Figure 1. Supply network.
The bar under the picture is 100 um long. Pins as bars on the die edge.
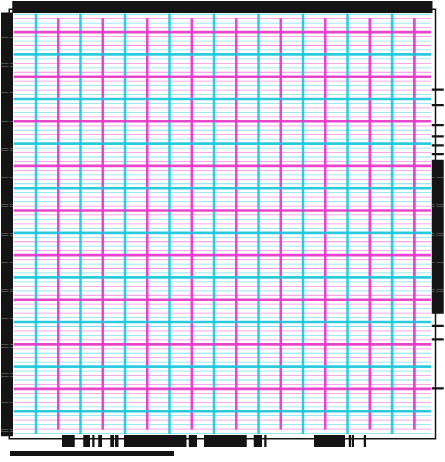
Figure 2. Placed cells, one color a class.
The bar under the picture is 100 um long.
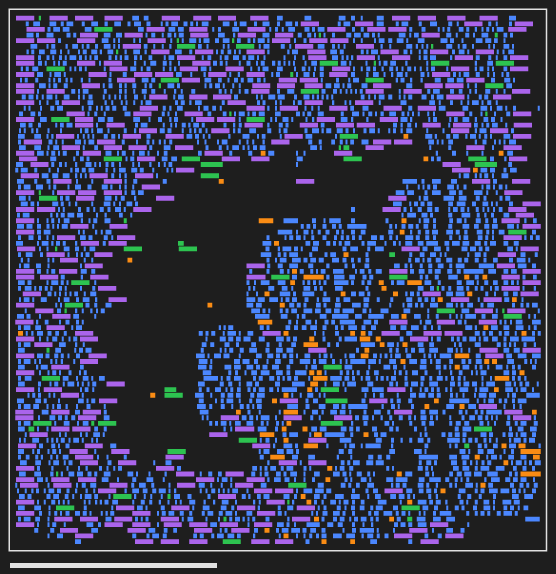
===== src/rtl/xy_switch_allocator.sv =====
// xy_switch_allocator: XY-routed five-port switch allocator for one virtual channel.
// Rev 1.0 - round-robin per output, one-deep registered output stage, optional U-turn drop.
`default_nettype none

module xy_switch_allocator #(
   parameter int DATA_W     = 64,
   parameter int HOP_W      = 4,
   parameter int DIR_X_BIT  = 62,
   parameter int DIR_Y_BIT  = 61,
   parameter int HOP_X_LO   = 52,
   parameter int HOP_Y_LO   = 48,
   parameter int UTURN_DROP = 1
) (
   input  logic                clk,
   input  logic                reset_n,
   input  logic                en,
   input  logic [4:0]          in_valid,
   input  logic [5*DATA_W-1:0] in_data,
   output logic [4:0]          in_pop,
   output logic [4:0]          out_valid,
   output logic [5*DATA_W-1:0] out_data,
   input  logic [4:0]          out_ready,
   output logic [4:0]          uturn_err
);

   localparam logic [HOP_W-1:0] HOP_ONE = {{(HOP_W-1){1'b0}}, 1'b1};

   logic [DATA_W-1:0] w_flit [5];
   logic [DATA_W-1:0] w_mod  [5];
   logic [2:0]        w_tgt  [5];
   logic [4:0]        w_uturn;
   logic [4:0]        w_req  [5];
   logic [4:0]        w_free;
   logic [4:0]        w_ogrant;
   logic [2:0]        w_gsel [5];
   logic [2:0]        w_idx;
   logic [4:0]        w_pop;

   logic [DATA_W-1:0] r_od   [5];
   logic [4:0]        r_ov;
   logic [2:0]        r_ptr  [5];
   logic [4:0]        r_uerr;

   function automatic logic [2:0] wrap5(input logic [3:0] s);
      return (s >= 4'd5) ? 3'(s - 4'd5) : s[2:0];
   endfunction

   genvar g;
   generate
      for (g = 0; g < 5; g++) begin : g_port
         assign w_flit[g]                     = in_data[g*DATA_W +: DATA_W];
         assign out_data[g*DATA_W +: DATA_W]  = r_od[g];
      end
   endgenerate

   // X dimension first, then Y, else eject to PE; only a nonzero field is decremented.
   always_comb begin
      for (int p = 0; p < 5; p++) begin
         w_mod[p] = w_flit[p];
         w_tgt[p] = 3'd4;
         if (w_flit[p][HOP_X_LO +: HOP_W] != '0) begin
            w_tgt[p] = w_flit[p][DIR_X_BIT] ? 3'd2 : 3'd3;
            w_mod[p][HOP_X_LO +: HOP_W] = w_flit[p][HOP_X_LO +: HOP_W] - HOP_ONE;
         end else if (w_flit[p][HOP_Y_LO +: HOP_W] != '0) begin
            w_tgt[p] = w_flit[p][DIR_Y_BIT] ? 3'd0 : 3'd1;
            w_mod[p][HOP_Y_LO +: HOP_W] = w_flit[p][HOP_Y_LO +: HOP_W] - HOP_ONE;
         end
      end
   end

   always_comb begin
      for (int p = 0; p < 5; p++) begin
         w_uturn[p] = (UTURN_DROP != 0) && (p < 4) && in_valid[p] && (w_tgt[p] == 3'(p));
      end
      for (int o = 0; o < 5; o++) begin
         w_free[o] = !r_ov[o] || out_ready[o];
         for (int p = 0; p < 5; p++) begin
            w_req[o][p] = in_valid[p] && !w_uturn[p] && (w_tgt[p] == 3'(o));
         end
      end
   end

   // Round-robin search from r_ptr[o], wrapping modulo 5.
   always_comb begin
      w_idx    = '0;
      w_ogrant = '0;
      w_pop    = w_uturn & {5{en}};
      for (int o = 0; o < 5; o++) begin
         w_gsel[o] = '0;
         if (en && w_free[o]) begin
            for (int i = 0; i < 5; i++) begin
               w_idx = wrap5({1'b0, r_ptr[o]} + 4'(i));
               if (!w_ogrant[o] && w_req[o][w_idx]) begin
                  w_ogrant[o]   = 1'b1;
                  w_gsel[o]     = w_idx;
                  w_pop[w_idx]  = 1'b1;
               end
            end
         end
      end
   end

   assign in_pop    = reset_n ? w_pop : 5'b0;
   assign out_valid = r_ov;
   assign uturn_err = r_uerr;

   always_ff @(posedge clk or negedge reset_n) begin
      if (!reset_n) begin
         r_ov   <= '0;
         r_uerr <= '0;
         for (int o = 0; o < 5; o++) begin
            r_od[o]  <= '0;
            r_ptr[o] <= '0;
         end
      end else begin
         if (en) begin
            r_uerr <= r_uerr | w_uturn;
         end
         for (int o = 0; o < 5; o++) begin
            if (w_ogrant[o]) begin
               r_od[o]  <= w_mod[w_gsel[o]];
               r_ov[o]  <= 1'b1;
               r_ptr[o] <= wrap5({1'b0, w_gsel[o]} + 4'd1);
            end else if (out_ready[o]) begin
               r_ov[o]  <= 1'b0;
            end
         end
      end
   end

endmodule

`default_nettype wire


===== config.mk =====
export PLATFORM = sky130hd
export DESIGN_NAME = xy_switch_allocator
export DESIGN_NICKNAME = d
export VERILOG_FILES = /design/src/rtl/xy_switch_allocator.sv
export SDC_FILE = /design/constraint.sdc
export NUM_CORES = 2
export LEC_CHECK = 0
export CELL_PAD_IN_SITES_DETAIL_PLACEMENT = 1
export CELL_PAD_IN_SITES_GLOBAL_PLACEMENT = 1
export CORE_AREA = 2 2 257 259
export CTS_BUF_LIST = sky130_fd_sc_hd__clkbuf_16
export DETAILED_ROUTE_END_ITERATION = 16
export DIE_AREA = 0 0 259 261
export DONT_BUFFER_PORTS = 1
export PLACE_DENSITY = 0.81
export SLEW_MARGIN = 30
export SYNTH_ARGS = -nofsm -noshare
export SYNTH_HDL_FRONTEND = slang
export SYNTH_SLANG_ARGS = --single-unit

===== constraint.sdc =====
create_clock -name clk -period 5.9 [get_ports clk]
set_clock_uncertainty 0.05 [all_clocks]
set_input_delay 0.885 -clock clk [delete_from_list [all_inputs] [get_ports clk]]
set_output_delay 0.885 -clock clk [all_outputs]
set_load 0.01 [all_outputs]

==> deck_impl_summary.md <==
Synthesis and Place & Route Summary

Pwr
  • PwrDens: 803.3 nW/um^2
  • Pleak: 11.85 nW
  • Total power: 24.00 mW

Global routing
  • Met2 usage: 62.61%
  • Met3 usage: 15.19%
  • Met1 Track Usage GR: 47.22%
  • Initial antenna violation count: 4
  • Gr usage total: 40.99%
  • Global-route wire length before repair: 208900 um
  • Largest net degree at the start of global routing: 346
  • GRT overflow: 0
  • Vias in the first global route: 31020

STA
  • # setup viols final: 0
  • Slew headroom: 2.276%
  • Final worst slack: 98.18 ps
  • FMAX: 0.1724 GHz
  • Setup TNS: 0 ps
  • Final Max Tran Viols: 0
  • Final Hold Vio Count: 0
  • Cycle use final: 98.34%
  • Hold_ws: 43.42 ps
  • Min Tclk post-route: 5802 ps

Setup path
  • Crit path depth: 14
  • Cell breakdown of the critical path: clkinvlp_4 > ha_1 > ha_2 > nand2_1 > a21bo_2 > mux2i_1 > a221oi_1 > a211o_1 > or4b_4 > or4b_1 > o211ai_2 > nand2_2 > a21oi_2 > buf_4
  • Worst setup EP type: primary output
  • CP max stage delay: 560 ps
  • Crit Path Class: reg -> out
  • Slowest CP cell: or4b_4
  • Worst path required time: 4970 ps
  • Top delay family on crit path: simple AND/OR/NAND/NOR gates
  • Startpoint Class: register
  • Crit path max fanout: 11

CTS
  • Htree depth: 2
  • Clk buf depth: 3
  • TritonCTS Buffers: 43
  • CTS tree: built
  • Clk ins delay skew pair: 590 ps
  • Clock tree sinks: 344
  • Clock slew at reported path FFs: 60 ps

Yosys
  • Yosys stat chip area: 27490 sq um
  • Post-Syn Area: 27490 sq um
  • Total nets after synthesis: 3863
  • Synth async-reset ratio: 100.0%
  • Max-area cell share: 31.32%
  • Most frequent cell after synthesis: nand2_1
  • Most used DFF post-synth: dfrtp_1
  • EDFF count, synth: 0
  • Synth warnings: 0
  • Number of synthesized register bits: 344
  • Mux frac, synth: 6.546%
  • Synth area leader: dfrtp_1
  • Cells after synthesis: 3464
  • Adder Area Share: 3.141%
  • Ys cells: 3464
  • Unique cell types: 121
  • Complex Gates by Area: 29.97%
  • Avg Cell Area, Syn: 7.935 sq um
  • Top cells by count: 539 x nand2_1, 402 x nor2_1, 344 x dfrtp_1, 203 x a21oi_1, 195 x a31oi_1
  • And+or+nand+nor area frac: 21.98%

Min path
  • HP Class: in -> async

Place
  • Placed cell area: 28340 sq um
  • Setup WS pre-CTS: 461.7 ps
  • Gpl congestion: 0.9831
  • Placed insts: 4151
  • HPWL after DPL: 99260 um
  • Number of port buffers: 0

Drt
  • 1st-iter DRT viols: 3413
  • Met3 wire length: 18880 um
  • Vias: 30880
  • WL met1: 51030 um
  • Wirelength per Cell: 34.43 um
  • DRT Pass-1 Iters: 9
  • DRC: 0
  • WL met2: 63030 um
  • Vias per inst: 7.288
  • Post-DRT Antenna Nets: 0
  • Drt total wl: 145900 um
  • DR top layer: met5

Layout
  • Inverter count: 84
  • Area grow syn2layout: 8.709%
  • Flip-flops: 344
  • Reg area: 8611 sq um
  • Fin cells: 4237
  • Logic share of the area: 58.74%
  • Net count, final: 3737
  • Multi-In Gates: 2769
  • Non-clock buffer count: 96
  • Comb. cell area: 17550 sq um
  • Layout clock area frac: 4.569%
  • Largest class: multi-input combinational cells
  • Diodes inserted: 1
  • Non-clk buf share: 3.153%
  • Number of clock buffers in the layout: 43
  • Fraction of layout cells with a size suffix above 1: 8.482%
  • Fill cells: 7888

Die
  • Tapcell Cnt: 864
  • I/O Pins: 668
  • Fp_density: 42.26%
  • Die footprint: 67600 sq um

Flow run
  • Stage-log warning count: 62
  • Maximum Capacitance Violations: 0

Run status
  • Status: finished, final reports clean
-- Figure 1 (at the start) --
Cyan marks VSS. Magenta marks VDD.
The core has 94 rows. 18 straps on met4. 18 straps on met5. 95 met1 rails follow the rows. 668 signal pins sit on the boundary.
die width: 259 um
area of the core: 65040 sq um
Max VDD drop: 544.7 uV
Die H: 261 um

-- Figure 2 (at the start) --
Purple marks flops, cells 344, share of their area 30%. Green marks clock drivers and dummy loads, cells 79, share of their area 4.7%. Orange marks other buffers and delay cells, cells 96, share of their area 3.3%. Blue marks combinational and other logic, cells 2853, share of their area 62%.
Site Rows: 94
sequential share of cell area: 28.82%
Finished Core Util: 45.94%
fin area: 29880 sq um

worst paths after layout:
| check | endpoint | from | slack, ps |
|---|---|---|---|
| setup / recovery | in_pop[1] | r_ptr[6]$_DFFE_PN0P_ | 100 |
| hold / removal | out_data[120]$_DFFE_PN0P_ | reset_n | 40 |
| setup reg to reg | out_data[259]$_DFFE_PN0P_ | r_ptr[0]$_DFFE_PN0P_ | 470 |
| hold reg to reg | uturn_err[3]$_DFFE_PN0P_ | uturn_err[3]$_DFFE_PN0P_ | 490 |
| max in group asynchronous | uturn_err[0]$_DFFE_PN0P_ | reset_n | 4210 |
| min in group clk | out_data[161]$_DFFE_PN0P_ | in_data[97] | 370 |
power by group:
group	internal (mW)	leakage, nW	switching, mW
Sequential	3.60	4.06	1.96
Combinational	5.25	7.09	10.5
Clock	1.47	0.705	1.22
Total	10.3	11.9	13.7
flip-flops by register name, summed over array words and instances (netlist names):
register / flops
out_data: 320
r_ptr: 15
out_valid: 5
uturn_err: 4
layout by cell type, fill, tap and decap left out, drive strengths merged, types with 45 or more instances in the layout:
| master | Yosys | routed |
|---|---|---|
| a31oi | 198 | 198 |
| a311oi | 61 | 61 |
| a222oi | 58 | 58 |
| o22ai | 87 | 87 |
| dfrtp | 344 | 344 |
| o2bb2ai | 45 | 45 |
| nand2 | 540 | 540 |
| buf | 130 | 94 |
| ha | 61 | 61 |
| nand3 | 50 | 50 |
| inv | 82 | 94 |
| nand2b | 50 | 50 |
| o21ai | 185 | 185 |
| a21oi | 208 | 208 |
| a22o | 58 | 58 |
| mux2i | 149 | 149 |
| nor3 | 61 | 61 |
| nor2 | 406 | 406 |
repair_timing:
action | 4_1_cts | 5_1_grt
hold endpoints to repair | 337 | 14
setup buffers | 1 | 0
setup endpoints to repair | 3 | 5
pin swaps | 1 | 1
resized | 2 | 14
Power is estimated from default activity; no workload was simulated.
